File: config.mk
export PLATFORM = sky130hd
export DESIGN_NAME = qpu_exu_alu_arb
export DESIGN_NICKNAME = d
export VERILOG_FILES = /design/src/rtl/qpu_exu_alu_arb_pkg.sv /design/src/rtl/qpu_exu_alu_arb_rr.sv /design/src/rtl/qpu_exu_alu_arb.sv
export SDC_FILE = /design/constraint.sdc
export NUM_CORES = 1
export LEC_CHECK = 0
export CAP_MARGIN = 30
export CORE_AREA = 10 10 202 204
export CTS_BUF_LIST = sky130_fd_sc_hd__clkbuf_8
export DETAILED_ROUTE_END_ITERATION = 8
export DIE_AREA = 0 0 212 214
export SYNTH_ARGS = -nofsm -noshare
export SYNTH_HDL_FRONTEND = slang
export SYNTH_HIERARCHICAL = 1
export SYNTH_SLANG_ARGS = --single-unit
File: constraint.sdc
create_clock -name clk -period 2.76 [get_ports clk]
set_input_delay 0.276 -clock clk [delete_from_list [all_inputs] [get_ports clk]]
set_output_delay 0.276 -clock clk [all_outputs]
set_load 0.01 [all_outputs]
File: src/rtl/qpu_exu_alu_arb_pkg.sv
// Shared constants for the EXU ALU arbiter: default datapath width and the
// source encoding used by the round-robin pointer.
package qpu_exu_alu_arb_pkg;

    localparam int QPU_XLEN = 32;

    typedef enum logic [1:0] {
        SRC_ALU = 2'd0,
        SRC_BJP = 2'd1,
        SRC_QIU = 2'd2
    } src_e;

    // One-hot grant back to its encoded source; an empty grant reads as ALU.
    function automatic src_e src_encode(input logic [2:0] onehot);
        if (onehot[1]) return SRC_BJP;
        if (onehot[2]) return SRC_QIU;
        return SRC_ALU;
    endfunction

endpackage

File: src/rtl/qpu_exu_alu_arb_rr.sv
// Three-way round-robin grant. The pointer remembers the last accepted source;
// the search starts at the source after it and wraps ALU -> BJP -> QIU.
module qpu_exu_alu_arb_rr
    import qpu_exu_alu_arb_pkg::*;
(
    input  logic       clk,
    input  logic       rst_n,
    input  logic [2:0] req,
    input  logic       accept,
    output logic [2:0] grant
);

    src_e last_q;

    always_ff @(posedge clk) begin
        if (!rst_n) begin
            last_q <= SRC_QIU;
        end else if (accept) begin
            last_q <= src_encode(grant);
        end
    end

    always_comb begin
        grant = 3'b000;
        case (last_q)
            SRC_ALU: begin
                if      (req[1]) grant = 3'b010;
                else if (req[2]) grant = 3'b100;
                else if (req[0]) grant = 3'b001;
            end
            SRC_BJP: begin
                if      (req[2]) grant = 3'b100;
                else if (req[0]) grant = 3'b001;
                else if (req[1]) grant = 3'b010;
            end
            default: begin
                if      (req[0]) grant = 3'b001;
                else if (req[1]) grant = 3'b010;
                else if (req[2]) grant = 3'b100;
            end
        endcase
    end

endmodule

File: src/rtl/qpu_exu_alu_arb.sv
// Arbitrates ALU, branch-compare and timing-add requests onto one shared
// external datapath through an issue stage (S1) and a response stage (S2).
module qpu_exu_alu_arb
    import qpu_exu_alu_arb_pkg::*;
#(
    parameter int XLEN = QPU_XLEN
) (
    input  logic            clk,
    input  logic            rst_n,

    input  logic            alu_i_valid,
    output logic            alu_i_ready,
    input  logic            alu_i_add,
    input  logic            alu_i_or,
    input  logic            alu_i_xor,
    input  logic            alu_i_and,
    input  logic [XLEN-1:0] alu_i_op1,
    input  logic [XLEN-1:0] alu_i_op2,

    input  logic            bjp_i_valid,
    output logic            bjp_i_ready,
    input  logic            bjp_i_cmp_eq,
    input  logic            bjp_i_cmp_ne,
    input  logic            bjp_i_cmp_lt,
    input  logic            bjp_i_cmp_gt,
    input  logic [XLEN-1:0] bjp_i_op1,
    input  logic [XLEN-1:0] bjp_i_op2,

    input  logic            qiu_i_valid,
    output logic            qiu_i_ready,
    input  logic [XLEN-1:0] qiu_i_op1,
    input  logic [XLEN-1:0] qiu_i_op2,

    output logic            alu_req_alu,
    output logic            bjp_req_alu,
    output logic            qiu_req_alu,
    output logic            alu_req_alu_add,
    output logic            alu_req_alu_or,
    output logic            alu_req_alu_xor,
    output logic            alu_req_alu_and,
    output logic            bjp_req_alu_cmp_eq,
    output logic            bjp_req_alu_cmp_ne,
    output logic            bjp_req_alu_cmp_lt,
    output logic            bjp_req_alu_cmp_gt,
    output logic [XLEN-1:0] alu_req_alu_op1,
    output logic [XLEN-1:0] alu_req_alu_op2,
    output logic [XLEN-1:0] bjp_req_alu_op1,
    output logic [XLEN-1:0] bjp_req_alu_op2,
    output logic [XLEN-1:0] qiu_req_alu_op1,
    output logic [XLEN-1:0] qiu_req_alu_op2,
    input  logic [XLEN-1:0] alu_req_alu_res,
    input  logic [XLEN-1:0] qiu_req_alu_res,
    input  logic            bjp_req_alu_cmp_res,

    output logic            alu_o_valid,
    input  logic            alu_o_ready,
    output logic [XLEN-1:0] alu_o_res,
    output logic            bjp_o_valid,
    input  logic            bjp_o_ready,
    output logic            bjp_o_cmp_res,
    output logic            qiu_o_valid,
    input  logic            qiu_o_ready,
    output logic [XLEN-1:0] qiu_o_res
);

    logic [2:0]      req_vld;
    logic [2:0]      o_ready_v;
    logic [2:0]      grant;
    logic [2:0]      in_ready;
    logic            accept;

    logic            s1_vld;
    logic [2:0]      s1_src;
    logic [3:0]      s1_op;
    logic [XLEN-1:0] s1_op1;
    logic [XLEN-1:0] s1_op2;
    logic [2:0]      s1_act;

    logic            s2_vld;
    logic [2:0]      s2_src;
    logic [XLEN-1:0] s2_res;
    logic [2:0]      o_act;

    logic            s2_fire;
    logic            s2_free;
    logic            s1_adv;
    logic            s1_free;

    logic [3:0]      req_op;
    logic [XLEN-1:0] req_op1;
    logic [XLEN-1:0] req_op2;
    logic [XLEN-1:0] dp_res;

    assign req_vld   = {qiu_i_valid, bjp_i_valid, alu_i_valid};
    assign o_ready_v = {qiu_o_ready, bjp_o_ready, alu_o_ready};

    assign s2_fire = s2_vld & |(s2_src & o_ready_v);
    assign s2_free = ~s2_vld | s2_fire;
    assign s1_adv  = s1_vld & s2_free;
    assign s1_free = ~s1_vld | s1_adv;

    // Ready is withheld during reset so nothing is accepted and then discarded.
    assign in_ready = grant & {3{s1_free & rst_n}};
    assign accept   = |(req_vld & in_ready);

    assign alu_i_ready = in_ready[0];
    assign bjp_i_ready = in_ready[1];
    assign qiu_i_ready = in_ready[2];

    qpu_exu_alu_arb_rr u_rr (
        .clk    (clk),
        .rst_n  (rst_n),
        .req    (req_vld),
        .accept (accept),
        .grant  (grant)
    );

    always_comb begin
        req_op  = 4'b0000;
        req_op1 = '0;
        req_op2 = '0;
        if (grant[0]) begin
            req_op  = {alu_i_and, alu_i_xor, alu_i_or, alu_i_add};
            req_op1 = alu_i_op1;
            req_op2 = alu_i_op2;
        end else if (grant[1]) begin
            req_op  = {bjp_i_cmp_gt, bjp_i_cmp_lt, bjp_i_cmp_ne, bjp_i_cmp_eq};
            req_op1 = bjp_i_op1;
            req_op2 = bjp_i_op2;
        end else if (grant[2]) begin
            req_op1 = qiu_i_op1;
            req_op2 = qiu_i_op2;
        end
    end

    // A new accept overwrites S1 directly; otherwise an advancing entry empties it.
    always_ff @(posedge clk) begin
        if (!rst_n) begin
            s1_vld <= 1'b0;
            s1_src <= 3'b000;
            s1_op  <= 4'b0000;
            s1_op1 <= '0;
            s1_op2 <= '0;
        end else if (accept) begin
            s1_vld <= 1'b1;
            s1_src <= grant;
            s1_op  <= req_op;
            s1_op1 <= req_op1;
            s1_op2 <= req_op2;
        end else if (s1_adv) begin
            s1_vld <= 1'b0;
        end
    end

    assign s1_act = s1_src & {3{s1_vld & rst_n}};

    assign alu_req_alu        = s1_act[0];
    assign bjp_req_alu        = s1_act[1];
    assign qiu_req_alu        = s1_act[2];
    assign alu_req_alu_add    = s1_act[0] & s1_op[0];
    assign alu_req_alu_or     = s1_act[0] & s1_op[1];
    assign alu_req_alu_xor    = s1_act[0] & s1_op[2];
    assign alu_req_alu_and    = s1_act[0] & s1_op[3];
    assign bjp_req_alu_cmp_eq = s1_act[1] & s1_op[0];
    assign bjp_req_alu_cmp_ne = s1_act[1] & s1_op[1];
    assign bjp_req_alu_cmp_lt = s1_act[1] & s1_op[2];
    assign bjp_req_alu_cmp_gt = s1_act[1] & s1_op[3];
    assign alu_req_alu_op1    = s1_act[0] ? s1_op1 : '0;
    assign alu_req_alu_op2    = s1_act[0] ? s1_op2 : '0;
    assign bjp_req_alu_op1    = s1_act[1] ? s1_op1 : '0;
    assign bjp_req_alu_op2    = s1_act[1] ? s1_op2 : '0;
    assign qiu_req_alu_op1    = s1_act[2] ? s1_op1 : '0;
    assign qiu_req_alu_op2    = s1_act[2] ? s1_op2 : '0;

    always_comb begin
        dp_res = '0;
        if (s1_src[0]) begin
            dp_res = alu_req_alu_res;
        end else if (s1_src[1]) begin
            dp_res = {{(XLEN-1){1'b0}}, bjp_req_alu_cmp_res};
        end else if (s1_src[2]) begin
            dp_res = qiu_req_alu_res;
        end
    end

    always_ff @(posedge clk) begin
        if (!rst_n) begin
            s2_vld <= 1'b0;
            s2_src <= 3'b000;
            s2_res <= '0;
        end else if (s1_adv) begin
            s2_vld <= 1'b1;
            s2_src <= s1_src;
            s2_res <= dp_res;
        end else if (s2_fire) begin
            s2_vld <= 1'b0;
        end
    end

    assign o_act = s2_src & {3{s2_vld & rst_n}};

    assign alu_o_valid   = o_act[0];
    assign bjp_o_valid   = o_act[1];
    assign qiu_o_valid   = o_act[2];
    assign alu_o_res     = s2_res;
    assign bjp_o_cmp_res = s2_res[0];
    assign qiu_o_res     = s2_res;

endmodule

run_1/placement_by_type.png
The bar under the picture is 50 microns long.
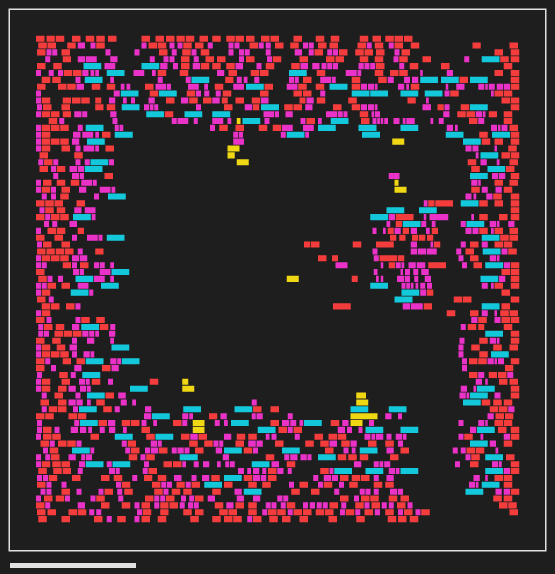
- remaining buffers and delay cells: red (cells 575)
- sequential cells: cyan (cells 110)
- clock drivers and dummy loads: yellow (cells 16)
- combinational and other logic: magenta (cells 626)

run_1/logic_types.png
The bar under the picture is 50 microns long.
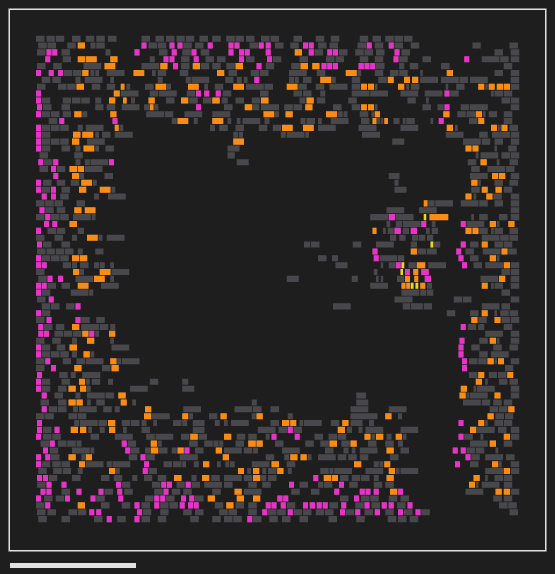
- and/or cells: magenta (cells 213; where widely spread)
- inv cells: yellow (cells 6; where middle right)
- aoi and oai cells: orange (cells 213; where widely spread)
dominant logic cell type in the layout: clkdlybuf4s50_1
number of non-filler instances in the completed layout: 1803
multi-input logic portion of the cell area: 0.323

run_1/power_grid.png
Pins as bars on the die edge. Tap cells in gray.
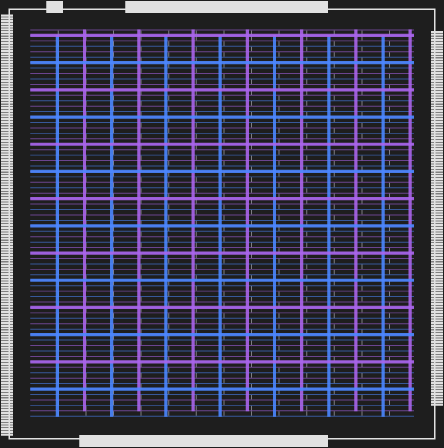
- VDD: purple
- VSS: blue
- met4 straps: 14
- met5 straps: 14

==> Flow_metrics.wiki, run 1 <==
== Implementation results ==
{| class="wikitable"
! Metric !! Value
|-
| Placed Cells incl. Taps || 1785
|-
| Top cell class by occupied area || buffers
|-
| Post-route worst hold slack || 0.174 ns
|-
| Input/output buffers || 546
|-
| Setup skew after layout || 0.0213 ns
|-
| Run status || finished clean
|-
| Commonest cells in the netlist || and2_1, dfxtp_1, nand3_1
|-
| Critical path destination || qiu_i_ready
|-
| Area Overhead vs Synth || 83.8%
|-
| Relative slew slack || 0.607
|-
| Hold/Removal Path Class || input port to flip-flop
|-
| Post-route setup slack || 0.298 ns
|-
| Leak pwr || 4.52 nW
|-
| Total count of hold-check failures in the final report || 0
|-
| Chip Footprint || 45400 sq um
|-
| Setup TNS after final layout || 0 ns
|-
| Switching share of power || 0.310
|-
| Placeable core area || 37000 sq um
|-
| Cell with the most instances after synthesis || and2_1
|-
| Setup repair after global routing missed its margin || no
|-
| Initial antenna violation count || 2
|-
| Clock network area share || 0.0158
|-
| Achievable clock frequency || 406 MHz
|-
| Launching element of the worst setup path || bjp_i_valid
|-
| Synth top area share || 0.312
|-
| Vias in the first global route || 8426
|-
| Dominant register cell in the synthesized netlist || dfxtp_1
|-
| Cell with the largest stage delay on the worst path || clkdlybuf4s50_1
|-
| Reported net switching power || 1.28 mW
|-
| Number of maximum-capacitance constraint violations || 0
|-
| PnR Total Power || 4.15 mW
|-
| Post-route design area || 13000 sq um
|-
| Unique masters post-synth || 35
|-
| RR Startpoint || u_rr/last_q[1]
|-
| Ports placed on the boundary || 547
|-
| Element type at the critical path end || output pin
|-
| Leading power group || registers
|-
| Count of antenna diodes in the layout || 2
|-
| Non-clock inverters || 6
|-
| Cell chain of the critical path || clkdlybuf4s50_1, nor2b_4, o22ai_1, and2_1, and3_1, clkdlybuf4s50_1
|-
| Proportion of layout cells with a drive suffix above 1 || 0.0618
|-
| Sequential fraction of total cell area || 0.170
|-
| Number of cells upsized or downsized after cts || 0
|-
| Total number of placement rows || 71
|-
| Chip area line of the yosys report || 7060 sq um
|-
| Drt drc || 0
|-
| Synth Net Count || 1137
|-
| Post-synthesis instance area || 7060 sq um
|-
| Post-CTS Setup Repair Bufs || 0
|-
| Pin count of the biggest net entering global routing || 82
|}
## run 1: kinds of logic (layout without fill, tap and decap cells)
family / Yosys count / count (layout) / synth area share
other: 0 / 2 / 0
AND-OR/OR-AND: 219 / 219 / 0.259
multiplexers: 3 / 3 / 0.00425
AND/OR/NAND/NOR: 398 / 398 / 0.327
buffers and inverters: 134 / 597 / 0.0987
flip-flops: 110 / 110 / 0.312
## run 1: per-layer routing
metal,up-vias,routed length (microns)
met4,0,671
li1,3978,-
met5,-,0
met2,358,19000
met1,3844,14600
met3,26,3590
## run 1: registers in the layout (all words and copies together), names as in the netlist
name	count
s1_op1	32
s2_vld	1
alu_o_res	32
s1_src	3
s2_src	3
s1_op2	32
u_rr/last_q	2
s1_op	4
s1_vld	1
--- run 2 (diff from run 1) ---
--- a/config.mk
+++ b/config.mk
@@ -10,6 +10,7 @@
 export CTS_BUF_LIST = sky130_fd_sc_hd__clkbuf_8
 export DETAILED_ROUTE_END_ITERATION = 8
 export DIE_AREA = 0 0 212 214
+export SETUP_SLACK_MARGIN = 0.05
 export SYNTH_ARGS = -nofsm -noshare
 export SYNTH_HDL_FRONTEND = slang
 export SYNTH_HIERARCHICAL = 1
run_2/logic_types.png
The bar under the picture is 50 microns long.
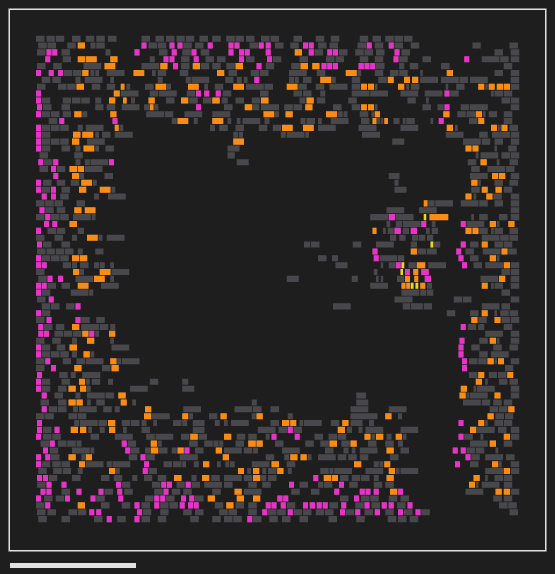
- inv cells: yellow (cells 6; where middle right)
- and/or cells: magenta (cells 213; where widely spread)
- aoi and oai cells: orange (cells 213; where widely spread)

==> Flow_metrics.wiki, run 2 <==
== Implementation results ==
{| class="wikitable"
! Metric !! Value
|-
| Run status || finished clean
|-
| Routed via count || 8206
|-
| CP top delay family || buffers and inverters
|-
| Area Overhead vs Synth || 83.8%
|-
| Die X || 212 microns
|-
| Launching element of the worst setup path || bjp_i_valid
|-
| Synth Net Count || 1137
|-
| Metal-1 WL || 14.6 mm
|-
| Clock transition at the registers of the reported paths || 0.11 ns
|-
| Part of the total power dissipated in the clock network || 0.263
|-
| PnR Total Power || 4.15 mW
|-
| Leak pwr || 4.52 nW
|-
| DR WL met3 || 3.59 mm
|-
| Proportion of power drawn by combinational gates || 0.285
|-
| Setup TNS after final layout || 0 ns
|-
| Initial antenna violation count || 2
|-
| Clk Tree Root Cell || clkbuf_8
|-
| Cell chain of the critical path || clkdlybuf4s50_1, nor2b_4, o22ai_1, and2_1, and3_1, clkdlybuf4s50_1
|-
| Metal2 WL || 19.0 mm
|-
| Worst path max stage delay || 0.64 ns
|-
| Placeable core area || 37000 sq um
|-
| Top routing layer in use || met4
|-
| Critical path destination || qiu_i_ready
|-
| Drt drc || 0
|-
| Setup repair after global routing missed its margin || no
|-
| Reported net switching power || 1.28 mW
|-
| Hold/Removal Path Class || input port to flip-flop
|-
| Via-per-instance ratio || 4.55
|-
| Element type at the critical path end || output pin
|-
| HPWL reported at the end of detailed placement || 30.0 mm
|-
| Final RePlAce weighted congestion || 0.798
|-
| Achievable clock frequency || 406 MHz
|-
| Number of non-filler instances in the completed layout || 1803
|-
| Switching share of power || 0.310
|-
| Placed Cells incl. Taps || 1785
|-
| Ports placed on the boundary || 547
|-
| Relative slew slack || 0.607
|-
| Cell with the most instances after synthesis || and2_1
|-
| Post-CTS Setup Repair Bufs || 0
|-
| Post-synthesis cell type with the largest combined area || dfxtp_1
|-
| TritonCTS buffer count || 9
|-
| Number of logged tool warnings || 26
|-
| P_seq || 1.87 mW
|-
| Die H || 214 microns
|-
| Post-route setup slack || 0.298 ns
|-
| Unique masters post-synth || 35
|-
| Number of cells upsized or downsized after cts || 0
|-
| Vias in the first global route || 8426
|-
| Total count of hold-check failures in the final report || 0
|-
| Met1 Track Usage GR || 0.166
|-
| Final Max-Slew Violation Tally || 0
|-
| Worst Hold End || s1_src[0]
|-
| Most used cells in the layout excluding fill and tap cells || clkdlybuf4s50_1, and2_1, dfxtp_1, nand3_1, nor2b_1
|-
| Overall global routing resource usage || 0.156
|-
| Number of nets at the end of the flow || 1595
|-
| Post-synthesis instance area || 7060 sq um
|-
| Setup skew after layout || 0.0213 ns
|-
| Internal cell power || 2.87 mW
|-
| RR Startpoint || u_rr/last_q[1]
|-
| Leading power group || registers
|-
| Pin count of the biggest net entering global routing || 82
|-
| Cell with the largest stage delay on the worst path || clkdlybuf4s50_1
|-
| Max Root-Sink Buffers || 2
|-
| Post-route worst hold slack || 0.174 ns
|-
| Post-route design area || 13000 sq um
|-
| Number of maximum-capacitance constraint violations || 0
|-
| Total number of placement rows || 71
|-
| Input/output buffers || 546
|-
| Late-Pin Clk Latency || 0.41 ns
|-
| Cell area after placement || 12800 sq um
|-
| Commonest cells in the netlist || and2_1, dfxtp_1, nand3_1
|-
| Worst reg2reg endpoint || s1_op2[0]
|-
| Number of detailed-route iterations in the first pass || 5
|-
| Chip Footprint || 45400 sq um
|-
| Proportion of layout cells with a drive suffix above 1 || 0.0618
|-
| Hold-critical path depth || 3
|-
| H-tree depth || 3
|-
| Dominant logic cell type in the layout || clkdlybuf4s50_1
|-
| Chip area line of the yosys report || 7060 sq um
|-
| Synth top area share || 0.312
|-
| Seq share, synth || 0.312
|-
| Dominant register cell in the synthesized netlist || dfxtp_1
|-
| Final routed wire length divided by cell count || 21.0 microns
|}
run_2/clocks.png
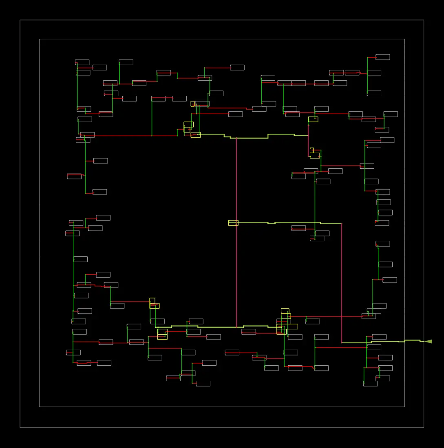
number of clock buffers in the layout: 10
clk pwr: 1.09 mW

-- run 2: cell counts in the layout (fill, tap and decap cells not counted) --
No cell type changed its count.
-- run 2: logic make-up (layout without fill, tap and decap cells) --
group | Yosys count | after routing | synth area share
flops | 110 | 110 | 0.312
other cells | 0 | 2 | 0
compound gates | 219 | 219 | 0.259
simple gates | 398 | 398 | 0.327
buf+inv | 134 | 597 | 0.0987
mux | 3 | 3 | 0.00425
-- run 2: tightest hold or removal path, cell delays in order --
cell	delay (ns)
buf_4	0.13
nand3_1	0.08
nand2_1	0.06
-- run 2: area by class of cell --
class,instances,area [sq um]
tap,474,593
timing repair buffer,575,5760
multi-input combinational,620,4200
inverter,6,22.5
clock inverter,6,67.6
sequential,110,2200
clock buffer,10,138
antenna,2,5.00
fill,3816,24100
Power figures rest on the tool's default switching activity, not on a simulated workload.
